==> src/rtl/eth_pkt_pkg.sv <==
// Shared definitions for the UDP frame generator: FSM states, fixed header
// constants and the IPv4 header checksum helper.
package eth_pkt_pkg;

    typedef enum logic [3:0] {
        IDLE,
        CSUM,
        PREAMBLE,
        SFD,
        HEADER,
        PAYLOAD,
        PAD,
        FCS,
        IFG
    } state_t;

    localparam logic [7:0]  PREAMBLE_BYTE  = 8'h55;
    localparam logic [7:0]  SFD_BYTE       = 8'hD5;
    localparam logic [15:0] ETHERTYPE_IPV4 = 16'h0800;
    localparam logic [7:0]  IP_PROTO_UDP   = 8'h11;
    localparam int          HDR_BYTES      = 42;
    localparam int          MIN_PAYLOAD    = 18;
    localparam int          PREAMBLE_LEN   = 7;

    // Ones-complement of the ones-complement sum of the ten IPv4 header words.
    function automatic logic [15:0] ip_csum(input logic [9:0][15:0] words);
        logic [19:0] sum;
        sum = '0;
        for (int i = 0; i < 10; i++) sum = sum + {4'h0, words[i]};
        sum = {4'h0, sum[15:0]} + {16'h0, sum[19:16]};
        sum = {4'h0, sum[15:0]} + {16'h0, sum[19:16]};
        return ~sum[15:0];
    endfunction

endpackage

==> src/rtl/eth_crc32_d8.sv <==
// Byte-wide IEEE 802.3 CRC-32 (reflected, poly 0xEDB88320). The register holds
// the running value; the transmitted FCS is its complement.
module eth_crc32_d8 (
    input  logic        clk,
    input  logic        rst,
    input  logic        init,
    input  logic        en,
    input  logic [7:0]  data,
    output logic [31:0] crc
);

    function automatic logic [31:0] crc_step(input logic [31:0] c, input logic [7:0] d);
        logic [31:0] r;
        r = c ^ {24'h0, d};
        for (int i = 0; i < 8; i++) r = r[0] ? ((r >> 1) ^ 32'hEDB88320) : (r >> 1);
        return r;
    endfunction

    always_ff @(posedge clk) begin
        if (rst || init) crc <= 32'hFFFF_FFFF;
        else if (en)     crc <= crc_step(crc, data);
    end

endmodule

==> src/rtl/udp_frame_gen.sv <==
// Ethernet/IPv4/UDP frame generator on a GMII byte stream.
// Define UDP_FRAME_GEN_IPCSUM_EN to fill in the IPv4 header checksum; otherwise it is sent as 0x0000.
module udp_frame_gen
    import eth_pkt_pkg::*;
#(
    parameter int         MAX_PAYLOAD = 1472,
    parameter int         IFG_BYTES   = 12,
    parameter logic [7:0] IP_TTL      = 8'h40
) (
    input  logic        i_clk,
    input  logic        i_rst,
    input  logic        i_start,
    input  logic [47:0] i_dst_mac,
    input  logic [47:0] i_src_mac,
    input  logic [31:0] i_src_ip,
    input  logic [31:0] i_dst_ip,
    input  logic [15:0] i_src_port,
    input  logic [15:0] i_dst_port,
    input  logic [10:0] i_len,
    output logic        o_pl_rd,
    input  logic [7:0]  i_pl_data,
    output logic [7:0]  o_data,
    output logic        o_tx_en,
    output logic        o_busy,
    output logic        o_done
);

    localparam logic [10:0] MAX_LEN  = 11'(MAX_PAYLOAD);
    localparam logic [10:0] MIN_LEN  = 11'(MIN_PAYLOAD);
    localparam logic [10:0] PRE_LAST = 11'(PREAMBLE_LEN - 1);
    localparam logic [10:0] HDR_LAST = 11'(HDR_BYTES - 1);
    // The IDLE and CSUM cycles also leave o_tx_en low, so the IFG state is
    // shortened by two to keep the on-wire gap at exactly IFG_BYTES.
    localparam logic [10:0] IFG_CYC  = (IFG_BYTES > 3) ? 11'(IFG_BYTES - 2) : 11'd1;

    state_t      state, state_nxt;
    logic [10:0] cnt, cnt_nxt;
    logic [47:0] dst_mac, src_mac;
    logic [31:0] src_ip, dst_ip;
    logic [15:0] src_port, dst_port;
    logic [10:0] len, pad_len;
    logic [15:0] ip_id, hdr_csum, csum_calc;
    logic [15:0] ip_len, udp_len;
    logic [HDR_BYTES-1:0][7:0] hdr;
    logic [5:0]  hdr_idx;
    logic [7:0]  byte_nxt;
    logic        tx_nxt, done_nxt, crc_init, crc_en;
    logic [31:0] crc;

    assign ip_len  = 16'(len) + 16'd28;
    assign udp_len = 16'(len) + 16'd8;
    assign pad_len = (len < MIN_LEN) ? MIN_LEN - len : 11'd0;
    assign hdr_idx = 6'(HDR_LAST) - cnt[5:0];
    assign o_busy  = (state != IDLE);

    assign hdr = {dst_mac, src_mac, ETHERTYPE_IPV4,
                  8'h45, 8'h00, ip_len,
                  ip_id, 16'h0000, IP_TTL, IP_PROTO_UDP, hdr_csum,
                  src_ip, dst_ip,
                  src_port, dst_port, udp_len, 16'h0000};

`ifdef UDP_FRAME_GEN_IPCSUM_EN
    logic [9:0][15:0] ip_words;
    assign ip_words  = {16'h4500, ip_len, ip_id, 16'h0000, IP_TTL, IP_PROTO_UDP,
                        16'h0000, src_ip, dst_ip};
    assign csum_calc = ip_csum(ip_words);
`else
    assign csum_calc = 16'h0000;
`endif

    eth_crc32_d8 u_crc (
        .clk  (i_clk),
        .rst  (i_rst),
        .init (crc_init),
        .en   (crc_en),
        .data (byte_nxt),
        .crc  (crc)
    );

    always_ff @(posedge i_clk) begin
        if (i_rst) begin
            state    <= IDLE;
            cnt      <= '0;
            o_data   <= 8'h00;
            o_tx_en  <= 1'b0;
            o_done   <= 1'b0;
            ip_id    <= '0;
            hdr_csum <= '0;
        end else begin
            state   <= state_nxt;
            cnt     <= cnt_nxt;
            o_data  <= byte_nxt;
            o_tx_en <= tx_nxt;
            o_done  <= done_nxt;
            if (state == CSUM) hdr_csum <= csum_calc;
            if (done_nxt)      ip_id    <= ip_id + 16'd1;
        end
    end

    // Frame fields are frozen at acceptance so later input changes cannot corrupt the frame.
    always_ff @(posedge i_clk) begin
        if (state == IDLE && i_start) begin
            dst_mac  <= i_dst_mac;
            src_mac  <= i_src_mac;
            src_ip   <= i_src_ip;
            dst_ip   <= i_dst_ip;
            src_port <= i_src_port;
            dst_port <= i_dst_port;
            len      <= (i_len > MAX_LEN) ? MAX_LEN : i_len;
        end
    end

    always_comb begin
        state_nxt = state;
        cnt_nxt   = cnt;
        byte_nxt  = 8'h00;
        tx_nxt    = 1'b0;
        done_nxt  = 1'b0;
        crc_init  = 1'b0;
        crc_en    = 1'b0;
        o_pl_rd   = 1'b0;
        case (state)
            IDLE: begin
                if (i_start) begin
                    state_nxt = CSUM;
                    cnt_nxt   = '0;
                    crc_init  = 1'b1;
                end
            end
            CSUM: begin
                state_nxt = PREAMBLE;
                cnt_nxt   = '0;
            end
            PREAMBLE: begin
                tx_nxt   = 1'b1;
                byte_nxt = PREAMBLE_BYTE;
                if (cnt == PRE_LAST) begin
                    state_nxt = SFD;
                    cnt_nxt   = '0;
                end else begin
                    cnt_nxt = cnt + 11'd1;
                end
            end
            SFD: begin
                tx_nxt    = 1'b1;
                byte_nxt  = SFD_BYTE;
                state_nxt = HEADER;
                cnt_nxt   = '0;
            end
            HEADER: begin
                tx_nxt   = 1'b1;
                crc_en   = 1'b1;
                byte_nxt = hdr[hdr_idx];
                if (cnt == HDR_LAST) begin
                    state_nxt = (len != 11'd0) ? PAYLOAD : PAD;
                    cnt_nxt   = '0;
                end else begin
                    cnt_nxt = cnt + 11'd1;
                end
            end
            PAYLOAD: begin
                tx_nxt   = 1'b1;
                crc_en   = 1'b1;
                o_pl_rd  = 1'b1;
                byte_nxt = i_pl_data;
                if (cnt == len - 11'd1) begin
                    state_nxt = (pad_len != 11'd0) ? PAD : FCS;
                    cnt_nxt   = '0;
                end else begin
                    cnt_nxt = cnt + 11'd1;
                end
            end
            PAD: begin
                tx_nxt = 1'b1;
                crc_en = 1'b1;
                if (cnt == pad_len - 11'd1) begin
                    state_nxt = FCS;
                    cnt_nxt   = '0;
                end else begin
                    cnt_nxt = cnt + 11'd1;
                end
            end
            FCS: begin
                tx_nxt = 1'b1;
                case (cnt[1:0])
                    2'd0:    byte_nxt = ~crc[7:0];
                    2'd1:    byte_nxt = ~crc[15:8];
                    2'd2:    byte_nxt = ~crc[23:16];
                    default: byte_nxt = ~crc[31:24];
                endcase
                if (cnt[1:0] == 2'd3) begin
                    done_nxt  = 1'b1;
                    state_nxt = IFG;
                    cnt_nxt   = '0;
                end else begin
                    cnt_nxt = cnt + 11'd1;
                end
            end
            IFG: begin
                if (cnt == IFG_CYC - 11'd1) begin
                    state_nxt = IDLE;
                    cnt_nxt   = '0;
                end else begin
                    cnt_nxt = cnt + 11'd1;
                end
            end
            default: state_nxt = IDLE;
        endcase
    end

endmodule

==> config.mk <==
export PLATFORM = sky130hd
export DESIGN_NAME = udp_frame_gen
export DESIGN_NICKNAME = d
export VERILOG_FILES = /design/src/rtl/eth_pkt_pkg.sv /design/src/rtl/eth_crc32_d8.sv /design/src/rtl/udp_frame_gen.sv
export SDC_FILE = /design/constraint.sdc
export NUM_CORES = 1
export LEC_CHECK = 0
export CELL_PAD_IN_SITES_DETAIL_PLACEMENT = 0
export CELL_PAD_IN_SITES_GLOBAL_PLACEMENT = 1
export CORE_ASPECT_RATIO = 0.8
export CORE_MARGIN = 2
export CORE_UTILIZATION = 43
export CTS_CLUSTER_DIAMETER = 200
export DETAILED_ROUTE_END_ITERATION = 10
export PLACE_DENSITY_LB_ADDON = 0.1
export SYNTH_ARGS = -nofsm -noshare
export SYNTH_HDL_FRONTEND = slang
export SYNTH_SLANG_ARGS = --single-unit
export TNS_END_PERCENT = 20
==> constraint.sdc <==
create_clock -name i_clk -period 12.2 [get_ports i_clk]
set_clock_uncertainty 0.2 [all_clocks]
set_input_delay 3.05 -clock i_clk [delete_from_list [all_inputs] [get_ports i_clk]]
set_output_delay 3.05 -clock i_clk [all_outputs]
set_load 0.05 [all_outputs]
==> results.sh, run 1 <==
# yosys + openroad results
export IMPL_arrival_ns=3.29
export IMPL_grt_usage_pct=23.44
export IMPL_synth_area_top_cells="edfxtp_1 (44%), dfxtp_1 (11%), mux4_2 (6.0%)"
export IMPL_die_y_um=164.4
export IMPL_outcome="finished clean"
export IMPL_tool_warnings=36
export IMPL_dpl_cell_area_um2=16370
export IMPL_gp_congestion=0.8561
export IMPL_hold_buffers=0
export IMPL_grt_max_degree=83
export IMPL_netlist_instances=1128
export IMPL_die_size_x_um=204.5
export IMPL_max_vdd_ir_drop_mv=0.1151
export IMPL_logic_area_um2=5843
export IMPL_fillers=2709
export IMPL_cts_buffer_depth=3
export IMPL_ys_flop_type="edfxtp_1"
export IMPL_synth_async_reset_ratio_pct=0
export IMPL_pre_cts_slack_ns=5.716
export IMPL_ys_cells=1128
export IMPL_period_used_pct=53.57
export IMPL_portBuffers=225
export IMPL_timing_fmax_ghz=0.1530
export IMPL_netlist_area_um2=13820
export IMPL_die_area_um2=33610
export IMPL_vias=9841
export IMPL_post_cts_setup_buffer_count=0
export IMPL_syn_num_nets=1360
export IMPL_fin_setup_tns_ns=0
export IMPL_finalWorstSetupSlack_ns=5.665
export IMPL_cts_sinks=276
export IMPL_cts_tree="done"
export IMPL_area_growth_syn_to_layout_pct=25.97
export IMPL_n_antenna_cell=0
export IMPL_cts_root_buf="clkbuf_16"
export IMPL_post_drt_wl_per_cell_um=22.09
export IMPL_max_slew_worst_pin_slew_ns=1.037
export IMPL_ys_types=82
export IMPL_hp_class="flip-flop to flip-flop"
export IMPL_top_cells_by_count="edfxtp_1 (203), xnor2_1 (80), nand2_1 (79)"
export IMPL_required_ns=8.95
export IMPL_routed_wl_um=39130
export IMPL_ios=226
export IMPL_ys_area_um2=13820
export IMPL_synth_top_cell_by_area="edfxtp_1"
export IMPL_antenna_found_initial=3
[run 1: area by class of cell]
class,instances,share of cell area [%]
Sequential cell,276,43.44
Multi-Input combinational cell,759,33.56
Timing Repair Buffer,238,13.49
Clock buffer,43,5.073
Tap cell,420,3.018
Clock inverter,11,0.8982
Inverter,24,0.5174
[run 1: how the worst max path moves through the flow]
stage / start / endpoint / slack [ns] / depth (start not counted)
after floorplan: i_start / u_crc.crc[31] / 2.74 / 4
after global routing: state[2] / o_pl_rd / 5.55 / 3
after detailed placement: i_start / u_crc.crc[29] / 5.72 / 6
after CTS: state[2] / o_pl_rd / 5.68 / 3
final: state[2] / o_pl_rd / 5.66 / 3
after global placement: i_start / u_crc.crc[29] / 5.79 / 6
[run 1: power by group]
| group | total, W | internal (W) | switching, W |
|---|---|---|---|
| registers | 0.00123 | 0.00116 | 0.0000724 |
| clock network | 0.000946 | 0.000567 | 0.000379 |
| logic | 0.000669 | 0.000316 | 0.000353 |
| total | 0.00284 | 0.00204 | 0.000805 |
[run 1: metal layers]
layer  share of wire (%)  wire, µm  GRT usage [%]
met2                  43     16900          34.92
met5                0.11        43              0
met4                 2.4       937          6.159
met3                 7.4      2906          5.456
met1                  47     18340          34.38
[run 1: cells by family (layout without fill, tap and decap cells)]
family	count (synthesis)	count (layout)	share of synthesized area (%)
flops	276	276	54.67
buf+inv	93	316	3.096
xor+xnor	121	121	9.359
compound gates	230	230	11.27
simple gates	316	316	11.19
fa+ha+maj	18	18	1.629
mux	74	74	8.789
[run 1: critical path: stages (launching register included)]
cell and delay, ns:
dfxtp_1 0.73, and3b_1 0.41, nor2b_1 0.62, clkdlybuf4s50_1 0.93
[run 1: metrics by stage]
stage,hold slack [ns],utilization (%),std cells,power [W]
global route,0.3352,55.16,1771,0.002967
detailed placement,0.2999,51.87,1717,0.001918
finish,0.3108,55.16,1771,0.002843
global placement,0.2906,51.87,1717,0.001908
CTS,0.3149,55.16,1771,0.002865
floorplan,0.2709,-,1128,0.001722
[run 1: placed cells by master, fill, tap and decap left out, types with 5 or more instances in the layout]
cell / instances
o31ai_1: 9
a31oi_1: 13
buf_4: 13
a221oi_1: 6
o211ai_1: 22
and2_1: 14
nor3b_1: 6
o221ai_1: 7
o2111ai_1: 5
nand2b_1: 19
nand3_1: 25
a211oi_1: 6
o22ai_1: 8
and3_1: 8
clkbuf_8: 8
a22oi_1: 10
nor4_1: 6
inv_1: 21
nor2_1: 77
nand2_1: 79
xnor2_1: 80
o21ai_0: 44
a21o_1: 6
mux2i_1: 28
xnor3_1: 9
dfxtp_1: 71
mux2_2: 9
ha_1: 18
xor2_1: 24
a21oi_1: 50
clkbuf_16: 30
nor2b_1: 15
mux4_2: 37
nor3_1: 30
or3_1: 11
edfxtp_1: 203
clkdlybuf4s50_1: 225
nand4_1: 11
[run 1: registers in the layout, indices dropped and copies added, names as in the netlist]
name	count
o_tx_en	1
o_data	8
src_mac	48
dst_mac	48
dst_port	16
len	11
state	4
dst_ip	32
cnt	11
u_crc.crc	32
ip_id	16
src_port	16
src_ip	32
o_done	1
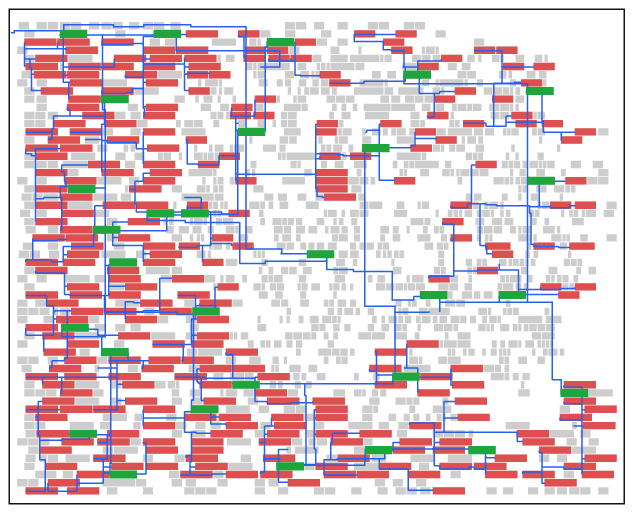
*Clock network drawn from the DEF, run 1*
Scale: 3 px per µm.
legend:
  flip-flops:
    colour: red
    count: 276
  clock wires:
    colour: blue
    length: 3640 µm
  clock drivers:
    colour: green
    count: 29
flops lie: all over the die

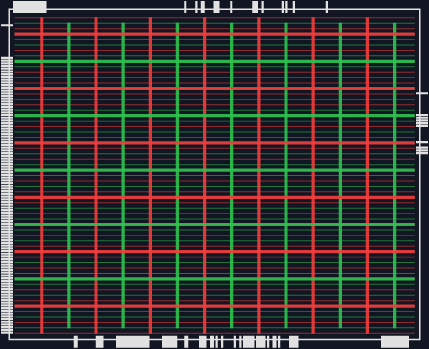
*Supply network, run 1*
Scale: 2 px per µm. Pins as bars on the die edge.
legend:
  VSS:
    colour: red
  VDD:
    colour: green
rows: 58
signal pins: 226
met5 straps: 11
met4 straps: 14

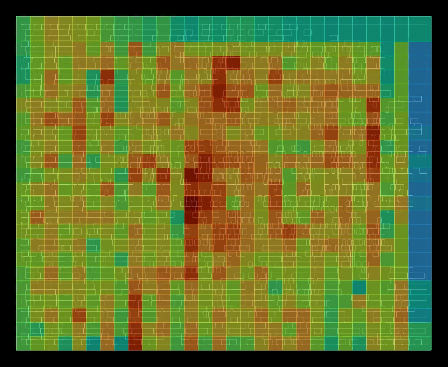
*Routing congestion, run 1*
GR Util met2: 34.92%
met3 usage: 5.456%
busiest layer in global routing: met2
Final Util: 55.16%

==> run 1 -> run 2 <==
--- a/config.mk
+++ b/config.mk
@@ -9,7 +9,7 @@
 export CELL_PAD_IN_SITES_GLOBAL_PLACEMENT = 1
 export CORE_ASPECT_RATIO = 0.8
 export CORE_MARGIN = 2
-export CORE_UTILIZATION = 43
+export CORE_UTILIZATION = 39
 export CTS_CLUSTER_DIAMETER = 200
 export DETAILED_ROUTE_END_ITERATION = 10
 export PLACE_DENSITY_LB_ADDON = 0.1
==> constraint.sdc (replaced) <==
create_clock -name i_clk -period 5.7 [get_ports i_clk]
set_clock_uncertainty 0.2 [all_clocks]
set_input_delay 1.425 -clock i_clk [delete_from_list [all_inputs] [get_ports i_clk]]
set_output_delay 1.425 -clock i_clk [all_outputs]
set_load 0.05 [all_outputs]
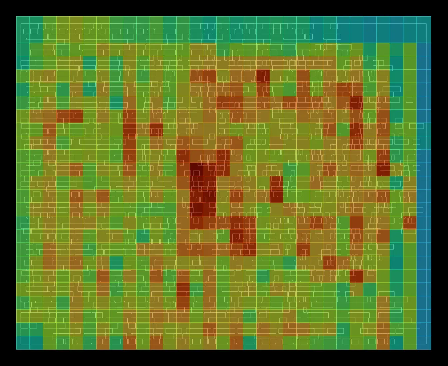
*Routing congestion, run 2*
Final Util: 50.33%
GR Util met2: 33.24%
grt met1 use: 31.13%
met3 usage: 5.611%

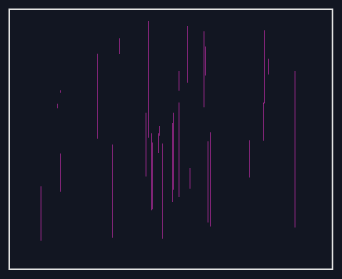
*Metal 4, run 2*
Scale: 1.5 px per µm.
share of all routed wire: 2.8%
main direction: vertical
longest straight run: 104 µm

==> results.sh, run 2 <==
# yosys + openroad results
export IMPL_cts_sinks=276
export IMPL_syn_num_nets=1360
export IMPL_max_vdd_ir_drop_mv=0.1628
export IMPL_arrival_ns=5.29
export IMPL_synthMuxAreaShare_pct=8.789
export IMPL_die_y_um=172.4
export IMPL_netlist_instances=1128
export IMPL_fin_setup_tns_ns=0
export IMPL_crit_chain="inv_1 -> ha_1 -> nand2_1 -> nand4_1 -> a21oi_1 -> nand2_1 -> ha_1 -> xnor2_1 -> xnor2_1 -> nor3_1 -> o21ai_0 -> a221oi_1 -> nand4_1 -> a41oi_1 -> a21oi_1 -> a21oi_1 -> a31oi_1"
export IMPL_p_total_w=0.006068
export IMPL_gp_congestion=0.8848
export IMPL_crit_buf_inv=1
export IMPL_dp_cells=1776
export IMPL_grt_usage_pct=21.95
export IMPL_aoi_share_pct=11.27
export IMPL_post_drt_wl_per_cell_um=22.10
export IMPL_hold_buffers=0
export IMPL_timing_fmax_ghz=0.1973
export IMPL_xor_share_pct=9.359
export IMPL_outcome="finished clean"
export IMPL_max_stage_delay_ns=0.81
export IMPL_simple_gate_share_pct=11.19
export IMPL_seqPwrFrac_pct=43.3
export IMPL_required_ns=5.92
export IMPL_synth_top_cell_by_area="edfxtp_1"
export IMPL_netlist_logic_family_top="AND-OR/OR-AND gates"
export IMPL_layout_cells_most_common="clkdlybuf4s50_1"
export IMPL_crit_family="AND-OR/OR-AND gates"
export IMPL_p_comb_share_pct=24.5
export IMPL_die_area_um2=36980
export IMPL_ys_area_um2=13820
export IMPL_max_slew_worst_pin_slew_ns=1.073
export IMPL_internal_power_w=0.004315
export IMPL_power_frac_clock_pct=32.2
export IMPL_area_growth_syn_to_layout_pct=26.71
export IMPL_post_cts_setup_buffer_count=0
export IMPL_cts_buffer_depth=3
export IMPL_ys_cells=1128
export IMPL_die_size_x_um=214.5
export IMPL_cts_tree="done"
export IMPL_netlist_area_um2=13820
## run 2: cell counts after synthesis
No cell type changed its count.
## run 2: cells by family (layout without fill, tap and decap cells)
family / count (synthesis) / count (layout)
simple gates: 316 / 316
flops: 276 / 276
compound gates: 230 / 230
xor+xnor: 121 / 121
buf+inv: 93 / 325
mux: 74 / 74
fa+ha+maj: 18 / 18
## run 2: worst register-to-register path, delay by kind of cell, from the launching register on
family / cells / cell delay [ns]
AND-OR/OR-AND: 7 / 2.13
AND/OR/NAND/NOR: 5 / 0.71
flip-flops: 1 / 0.63
adder cells (fa/ha/maj): 2 / 0.59
XOR/XNOR: 2 / 0.43
buffers and inverters: 1 / 0.23
## run 2: power by group through the flow
stage	clock network [W]	registers, W	logic, W
floorplan	0	0.00261	0.00104
global placement	0	0.00266	0.00149
detailed placement	0	0.00267	0.00149
CTS	0.00200	0.00263	0.00149
global route	0.00208	0.00265	0.00161
finish	0.00196	0.00262	0.00149
## run 2: through the flow
| step | hold WS, ns | area (µm²) | worst slack [ns] | utilization, % |
|---|---|---|---|---|
| after floorplan | 0.2709 | 13820 | 0.5273 | - |
| after global placement | 0.2937 | 16530 | 0.7812 | 47.49 |
| after detailed placement | 0.2971 | 16530 | 0.7298 | 47.49 |
| after CTS | 0.3104 | 17520 | 0.7118 | 50.33 |
| after global routing | 0.3401 | 17520 | 0.2054 | 50.33 |
| final | 0.3087 | 17520 | 0.6312 | 50.33 |
## run 2: final cells by class
class                           instances  area, µm²
Fill cell                            3167      17290
Sequential cell                       276       7565
Multi-Input combinational cell        759       5843
Timing Repair Buffer                  245       2440
Clock buffer                           39      784.5
Tap cell                              472      590.6
Clock inverter                         17      202.7
Inverter                               24      90.09
## run 2: per-layer routing
layer | part of all wire [%] | up-vias | track usage, %
li1 | - | 4656 | -
met4 | 2.8 | 4 | 6.461
met3 | 7.5 | 64 | 5.611
met1 | 47 | 4745 | 31.13
met2 | 43 | 342 | 33.24
met5 | 0.062 | - | 0
## run 2: path summary, 6_finish.rpt
path | startpoint | end | cells after the start
max | len[2] | cnt[5] | 17
min | u_crc.crc[11] | u_crc.crc[11] | 2
max reg2reg | len[2] | cnt[5] | 17
min reg2reg | u_crc.crc[11] | u_crc.crc[11] | 2
==> run 2 -> run 3 <==
--- a/config.mk
+++ b/config.mk
@@ -5,6 +5,7 @@
 export SDC_FILE = /design/constraint.sdc
 export NUM_CORES = 1
 export LEC_CHECK = 0
+export CAP_MARGIN = 20
 export CELL_PAD_IN_SITES_DETAIL_PLACEMENT = 0
 export CELL_PAD_IN_SITES_GLOBAL_PLACEMENT = 1
 export CORE_ASPECT_RATIO = 0.8
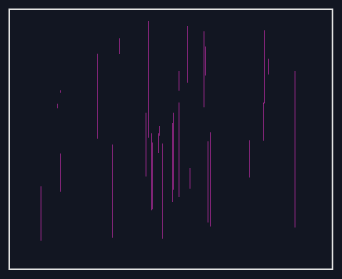
*Metal 4, run 3*
Scale: 1.5 px per µm.
main direction: vertical
longest straight run: 104 µm
wire length on this layer: 1120 µm

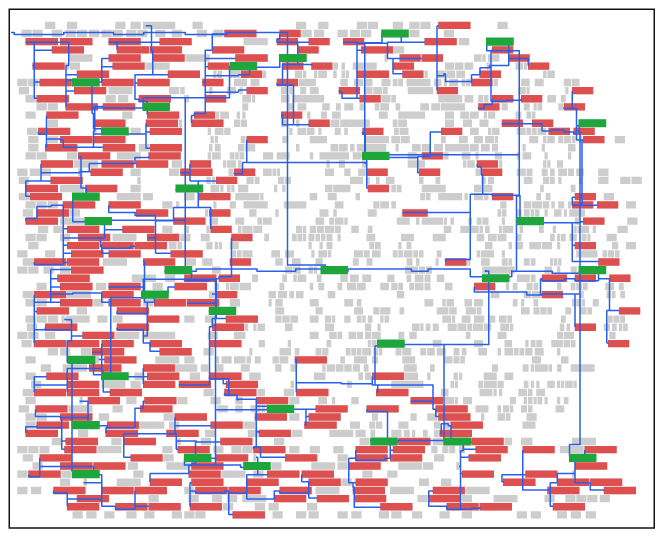
*Clock network drawn from the DEF, run 3*
Scale: 3 px per µm.
legend:
  clock wires:
    colour: blue
    length: 3680 µm
  flip-flops:
    colour: red
    count: 276
  clock drivers:
    colour: green
    count: 30
flops lie: all over the die
routed clock nets: 31

==> results.sh, run 3 <==
# yosys + openroad results
export IMPL_syn_num_nets=1360
export IMPL_worstHoldPathCells=2
export IMPL_grt_usage_pct=21.95
export IMPL_crit_chain="inv_1 -> ha_1 -> nand2_1 -> nand4_1 -> a21oi_1 -> nand2_1 -> ha_1 -> xnor2_1 -> xnor2_1 -> nor3_1 -> o21ai_0 -> a221oi_1 -> nand4_1 -> a41oi_1 -> a21oi_1 -> a21oi_1 -> a31oi_1"
export IMPL_outcome="finished clean"
export IMPL_netlist_area_um2=13820
export IMPL_die_area_um2=36980
export IMPL_final_cell_area_um2=17520
export IMPL_cts_tree="done"
export IMPL_arrival_ns=5.29
export IMPL_cts_buffer_depth=3
export IMPL_required_ns=5.92
export IMPL_endpoint="cnt[5]"
export IMPL_r2r_start="len[2]"
export IMPL_crit_buf_inv=1
export IMPL_p_total_w=0.006068
export IMPL_area_growth_syn_to_layout_pct=26.71
export IMPL_hold_buffers=0
export IMPL_netlist_instances=1128
export IMPL_reg2regPathDepth=17
export IMPL_post_drt_wl_per_cell_um=22.10
export IMPL_die_y_um=172.4
export IMPL_r2r_end="cnt[5]"
export IMPL_internal_power_w=0.004315
export IMPL_ys_area_um2=13820
export IMPL_cp_num_cells=17
export IMPL_max_stage_delay_ns=0.81
export IMPL_dp_cells=1776
export IMPL_max_vdd_ir_drop_mv=0.1628
export IMPL_seqPwrFrac_pct=43.3
export IMPL_synth_top_cell_by_area="edfxtp_1"
export IMPL_drtIter0Drc=757
export IMPL_grt_pass1_wl_um=61020
export IMPL_gp_congestion=0.8848
export IMPL_fin_setup_tns_ns=0
export IMPL_p_comb_share_pct=24.5
export IMPL_routed_wl_um=40480
export IMPL_drtPass1Iterations=5
export IMPL_crit_start="len[2]"
export IMPL_cts_sinks=276
export IMPL_postLayoutCoreUtil_pct=50.33
export IMPL_power_frac_clock_pct=32.2
export IMPL_die_size_x_um=214.5
export IMPL_post_cts_setup_buffer_count=0
export IMPL_ys_cells=1128
export IMPL_max_slew_worst_pin_slew_ns=1.073
export IMPL_crit_family="AND-OR/OR-AND gates"
==> run 3: layout make-up <==
type | instances | area, µm² | share of cell area, %
clock buffers | 39 | 784.5 | 4.479
repair buffers | 245 | 2440 | 13.93
clock inverters | 17 | 202.7 | 1.157
inverters | 24 | 90.09 | 0.5143
well taps | 472 | 590.6 | 3.372
multi-input cells | 759 | 5843 | 33.36
flip-flops and latches | 276 | 7565 | 43.19
==> run 3: worst register-to-register path, cell delays in order (launching register included) <==
cell and delay (ns):
edfxtp_1 0.63, inv_1 0.23, ha_1 0.34, nand2_1 0.09, nand4_1 0.16, a21oi_1 0.27
nand2_1 0.09, ha_1 0.25, xnor2_1 0.33, xnor2_1 0.10, nor3_1 0.13, o21ai_0 0.10
a221oi_1 0.28, nand4_1 0.24, a41oi_1 0.81, a21oi_1 0.40, a21oi_1 0.21, a31oi_1 0.06
==> run 3: power by group through the flow <==
stage          combinational, W  sequential, W  clock, W
2_1_floorplan           0.00104        0.00261         0
3_3_place_gp            0.00149        0.00266         0
3_5_place_dp            0.00149        0.00267         0
4_1_cts                 0.00149        0.00263   0.00200
5_1_grt                 0.00161        0.00265   0.00208
6_report                0.00149        0.00262   0.00196
==> run 3: worst min path at each step <==
stage                        startpoint            end  slack [ns]
after floorplan               ip_id[11]      ip_id[11]        0.27
after CTS                 u_crc.crc[11]  u_crc.crc[11]        0.31
final                     u_crc.crc[11]  u_crc.crc[11]        0.31
after detailed placement      ip_id[15]      ip_id[15]        0.30
after global placement        ip_id[11]      ip_id[11]        0.29
after global routing       u_crc.crc[9]   u_crc.crc[9]        0.34
==> run 3: logic make-up after synthesis <==
family,count (synthesis),synth area share [%]
XOR/XNOR,121,9.359
flip-flops,276,54.67
AND/OR/NAND/NOR,316,11.19
buffers and inverters,93,3.096
adder cells (fa/ha/maj),18,1.629
multiplexers,74,8.789
AND-OR/OR-AND,230,11.27
==> run 3: layer usage <==
layer,track usage [%],share of wire [%],vias to the layer above
met5,0,0.062,-
met4,6.461,2.8,4
met3,5.611,7.5,64
li1,-,-,4656
met2,33.24,43,342
met1,31.13,47,4745
==> run 3: stage by stage <==
step	setup slack [ns]	hold WS, ns
2_1_floorplan	0.5273	0.2709
3_3_place_gp	0.7812	0.2937
3_5_place_dp	0.7298	0.2971
4_1_cts	0.7118	0.3104
5_1_grt	0.2054	0.3401
6_report	0.6312	0.3087
Power is estimated from default activity; no workload was simulated.
